File: src/rtl/lut_neuron_pkg.sv
// Shared types and derived constants for the programmable LUT neuron.
package lut_neuron_pkg;

    typedef enum logic [1:0] {
        EMPTY = 2'd0,
        LOAD  = 2'd1,
        RUN   = 2'd2
    } state_e;

    localparam int unsigned MAX_IN_W = 12;

    function automatic int unsigned table_depth(input int unsigned in_w);
        return 32'd1 << in_w;
    endfunction

endpackage

File: src/rtl/lut_table_ram.sv
// Truth-table storage: one synchronous write port, one asynchronous read port, no reset.
module lut_table_ram
    import lut_neuron_pkg::*;
#(
    parameter int unsigned IN_W  = 8,
    parameter int unsigned OUT_W = 1
) (
    input  logic             clk_i,
    input  logic             we_i,
    input  logic [IN_W-1:0]  waddr_i,
    input  logic [OUT_W-1:0] wdata_i,
    input  logic [IN_W-1:0]  raddr_i,
    output logic [OUT_W-1:0] rdata_o
);

    localparam int unsigned TABLE_DEPTH = table_depth(IN_W);

    logic [OUT_W-1:0] mem_q [TABLE_DEPTH];

    always_ff @(posedge clk_i) begin
        if (we_i) begin
            mem_q[waddr_i] <= wdata_i;
        end
    end

    assign rdata_o = mem_q[raddr_i];

endmodule

File: src/rtl/prog_lut_neuron.sv
// Runtime-loadable truth-table neuron with a registered valid/ready inference stage.
module prog_lut_neuron
    import lut_neuron_pkg::*;
#(
    parameter int unsigned IN_W  = 8,
    parameter int unsigned OUT_W = 1
) (
    input  logic             clk_i,
    input  logic             rst_ni,
    input  logic             cfg_start_i,
    input  logic             cfg_valid_i,
    input  logic [OUT_W-1:0] cfg_data_i,
    output logic             cfg_ready_o,
    output logic             cfg_done_o,
    input  logic             in_valid_i,
    output logic             in_ready_o,
    input  logic [IN_W-1:0]  in_data_i,
    output logic             out_valid_o,
    input  logic             out_ready_i,
    output logic [OUT_W-1:0] out_data_o
);

    generate
        if (IN_W < 1 || IN_W > MAX_IN_W) begin : g_bad_in_w
            $error("prog_lut_neuron: IN_W must be within 1..12");
        end
    endgenerate

    localparam logic [IN_W-1:0] LAST_ADDR = '1;

    state_e           state_q, state_d;
    logic [IN_W-1:0]  addr_q, addr_d;
    logic             cfg_ready_q, cfg_ready_d;
    logic             cfg_done_q, cfg_done_d;
    logic             out_valid_q, out_valid_d;
    logic [OUT_W-1:0] out_data_q, out_data_d;
    logic             table_we;
    logic [OUT_W-1:0] rd_data;
    logic             in_ready;
    logic             in_xfer;

    lut_table_ram #(
        .IN_W  (IN_W),
        .OUT_W (OUT_W)
    ) u_table (
        .clk_i   (clk_i),
        .we_i    (table_we),
        .waddr_i (addr_q),
        .wdata_i (cfg_data_i),
        .raddr_i (in_data_i),
        .rdata_o (rd_data)
    );

    // A restart in LOAD wins over a same-cycle entry, which is dropped.
    always_comb begin
        state_d  = state_q;
        addr_d   = addr_q;
        table_we = 1'b0;
        case (state_q)
            EMPTY: begin
                if (cfg_start_i) begin
                    state_d = LOAD;
                    addr_d  = '0;
                end
            end
            LOAD: begin
                if (cfg_start_i) begin
                    addr_d = '0;
                end else if (cfg_valid_i) begin
                    table_we = 1'b1;
                    addr_d   = addr_q + IN_W'(1);
                    if (addr_q == LAST_ADDR) begin
                        state_d = RUN;
                    end
                end
            end
            RUN: begin
                if (cfg_start_i) begin
                    state_d = LOAD;
                    addr_d  = '0;
                end
            end
            default: begin
                state_d = EMPTY;
                addr_d  = '0;
            end
        endcase
        cfg_ready_d = (state_d == LOAD);
        cfg_done_d  = (state_d == RUN);
    end

    assign in_ready = (state_q == RUN) && (!out_valid_q || out_ready_i);
    assign in_xfer  = in_valid_i && in_ready;

    // A pending result is held until accepted, even across a reload.
    always_comb begin
        out_valid_d = out_valid_q;
        out_data_d  = out_data_q;
        if (in_xfer) begin
            out_valid_d = 1'b1;
            out_data_d  = rd_data;
        end else if (out_ready_i) begin
            out_valid_d = 1'b0;
        end
    end

    always_ff @(posedge clk_i or negedge rst_ni) begin
        if (!rst_ni) begin
            state_q     <= EMPTY;
            addr_q      <= '0;
            cfg_ready_q <= 1'b0;
            cfg_done_q  <= 1'b0;
            out_valid_q <= 1'b0;
            out_data_q  <= '0;
        end else begin
            state_q     <= state_d;
            addr_q      <= addr_d;
            cfg_ready_q <= cfg_ready_d;
            cfg_done_q  <= cfg_done_d;
            out_valid_q <= out_valid_d;
            out_data_q  <= out_data_d;
        end
    end

    assign cfg_ready_o = cfg_ready_q;
    assign cfg_done_o  = cfg_done_q;
    assign in_ready_o  = in_ready;
    assign out_valid_o = out_valid_q;
    assign out_data_o  = out_data_q;

endmodule
File: config.mk
export PLATFORM = sky130hd
export DESIGN_NAME = prog_lut_neuron
export DESIGN_NICKNAME = d
export VERILOG_FILES = /design/src/rtl/lut_neuron_pkg.sv /design/src/rtl/lut_table_ram.sv /design/src/rtl/prog_lut_neuron.sv
export SDC_FILE = /design/constraint.sdc
export NUM_CORES = 1
export LEC_CHECK = 0
export CORE_MARGIN = 1.5
export CORE_UTILIZATION = 41
export CTS_CLUSTER_SIZE = 25
export DETAILED_ROUTE_END_ITERATION = 8
export SLEW_MARGIN = 25
export SYNTH_ARGS = -nofsm -noshare
export SYNTH_HDL_FRONTEND = slang
export SYNTH_SLANG_ARGS = --single-unit
File: constraint.sdc
create_clock -name clk_i -period 3.4 [get_ports clk_i]
set_input_delay 0.68 -clock clk_i [delete_from_list [all_inputs] [get_ports clk_i]]
set_output_delay 0.68 -clock clk_i [all_outputs]
set_load 0.01 [all_outputs]
Routing congestion:
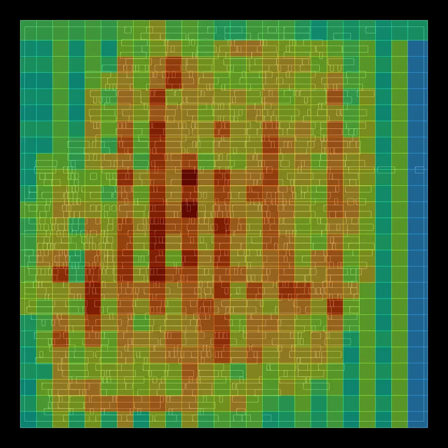
fin util: 48.1%
Total GRT Usage: 19.4%
wire per inst: 22.3 um
GRT Max-Usage Layer: met2

Gate-type map:
Scale bar: 50 um.
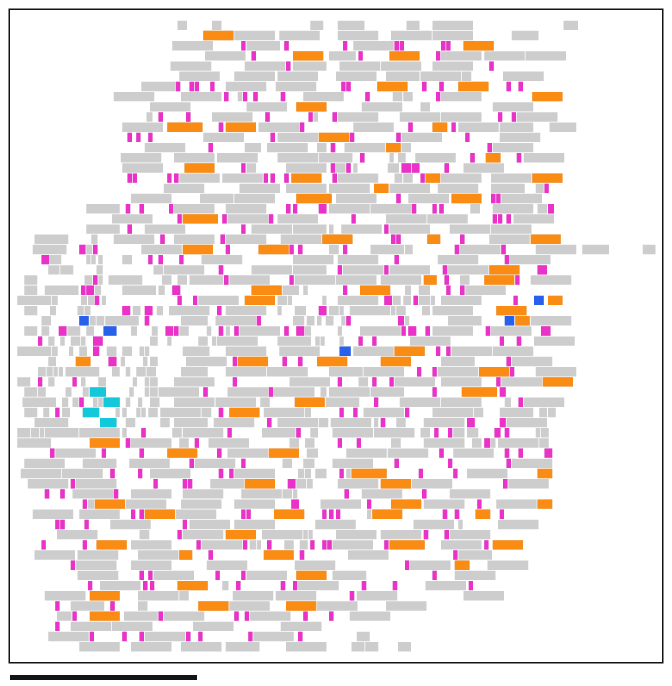
legend:
  nor cells:
    colour: magenta
    cells: 302
    most_used: nor2_1
    where: widely spread
  fa/ha/maj cells:
    colour: cyan
    cells: 4
    most_used: ha_1
    where: middle left
  mux cells:
    colour: orange
    cells: 73
    most_used: mux4_2
  non-inverting ao/oa cells:
    colour: blue
    cells: 5
    most_used: a21o_1

The metal 3 layer:
Scale bar: 50 um. Cells faint in the background.
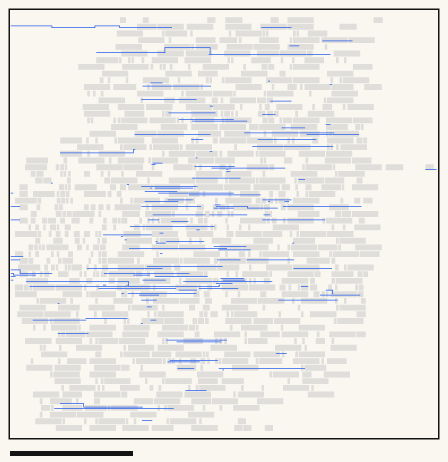
main direction: horizontal
longest straight run: 49.2 um

Metal 1:
Scale bar: 50 um. Supply wires on this layer in grey.
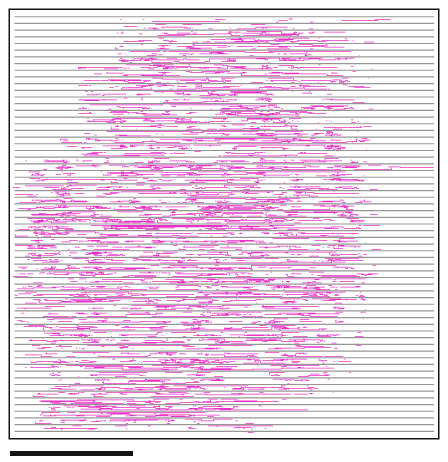
longest straight run: 55.7 um
wire length on this layer: 12200 um
share of all routed wire: 42%
nets with wire on the layer: 887

==> metrics.cfg <==
[cells_and_area]
logic_gate_count=533
buffer_area_share_pct=4.08
clock_cell_area_share_pct=7.87
syn_to_final_growth_pct=15.3
n_all_buffers=56
antenna_cells=0
inv_count=9
final_cell_mix=272 x nor2_1, 256 x edfxtp_1, 52 x mux4_2, 50 x nand2_1, 31 x buf_4
flops=270
num-fill-cells=2485
dominant_cells=registers
mi_logic_area_um2=3630
drive_gt1_share_pct=16.6
fin_nets=917
layout_top_cell=nor2_1

[setup_path]
critPathRequiredTime_ns=2.72
path_buffers=2
cpMaxStageDelayCell=dfrtp_1
critical_path_class=flip-flop to primary output
rrSetupSlack_ns=1.03
r2r-start=state_q[0]
cp-endpoint=in_ready_o
cp.depth=3
crit_chain=inv_1 > and3_1 > clkdlybuf4s50_1
worstPathArrival_ns=2.04

[pwr]
power.total_uw=7560
power.switching_uw=1480
leakagePower_uw=0.00433
power-top-group=sequential cells
powerComb_uw=325
switching_share_pct=19.5
seq_power_share_pct=48.2
pwr-share-clk_pct=47.5

[place]
place_area_um2=12700
place.gp.congestion=0.803
pre_cts_ws_ns=0.315
hpwl_mm=17.9

[clock_tree]
cts_buffers=28
h-tree-depth=1
worstSkewPairLatency_ns=0.54
clock_path_buffers=3
clk_pin_slew_ns=0.06
cts_setup_buffers=0
cts_resized=0
tritoncts=built

[timing]
whs_ns=0.358
max_freq_mhz=368
setup_ws_ns=0.683
finalHoldViolCount=0
rsz0062_at_grt=no
slew_headroom_pct=47.5

[logic_synthesis]
largest_area_cell=edfxtp_1
ys_cells=873
ys_sh_simple_pct=13.7
yosys_warnings=0
yosysTopAreaCellShare_pct=64.0
synth_cell_type_count=46
syn-cell-area_um2=12000
avgSynthCellArea_um2=13.7
ys_chip_area_um2=12000
adder_share_pct=0.417
xor_share_pct=0

[floorplanning]
fp_util_pct=41.7
pin_count=20
die_w_um=174
rows=62

[run]
drv_cap=0

[route]
drc=0
vias_per_cell=5.57
wl_met1_mm=12.2
dr_total_vias=7262
wl_met2_mm=14.4
first_pass_iters=5
maxUsedRoutingLayer=met4
wl_met3_mm=1.87

[hold_path]
min-delay-path-class=primary input to flip-flop
worstHoldPathCells=1

[run_status]
status=completed

[global_route]
grt_use_met2_pct=33.0
use_met3_pct=2.80
grt_overflow=0
antenna_found_initial=0

==> metrics by stage <==
step,std cells,util (%)
2_1_floorplan,873,-
3_3_place_gp,1252,44.3
3_5_place_dp,1252,44.3
4_1_cts,1303,48.1
5_1_grt,1303,48.1
6_report,1303,48.1
==> cells in the mapped netlist, types with 6 or more instances <==
cell      number
a211oi_1       6
a21oi_1       14
a22oi_1       14
and3_1         8
buf_2         12
clkbuf_1      41
dfrtp_1       14
edfxtp_1     256
inv_1          9
mux2_2        12
mux4_1         6
mux4_2        52
nand2_1       50
nand2b_1       6
nand3_1       12
nor2_1       272
nor2b_1       15
nor3_1         8
==> worst register-to-register path: cells and delay by family (launching register included) <==
kind                   cells  cell delay, ns
buffers and inverters      1            0.31
flip-flops                 1            0.58
AND/OR/NAND/NOR            5            1.17
Power figures rest on the tool's default switching activity, not on a simulated workload.
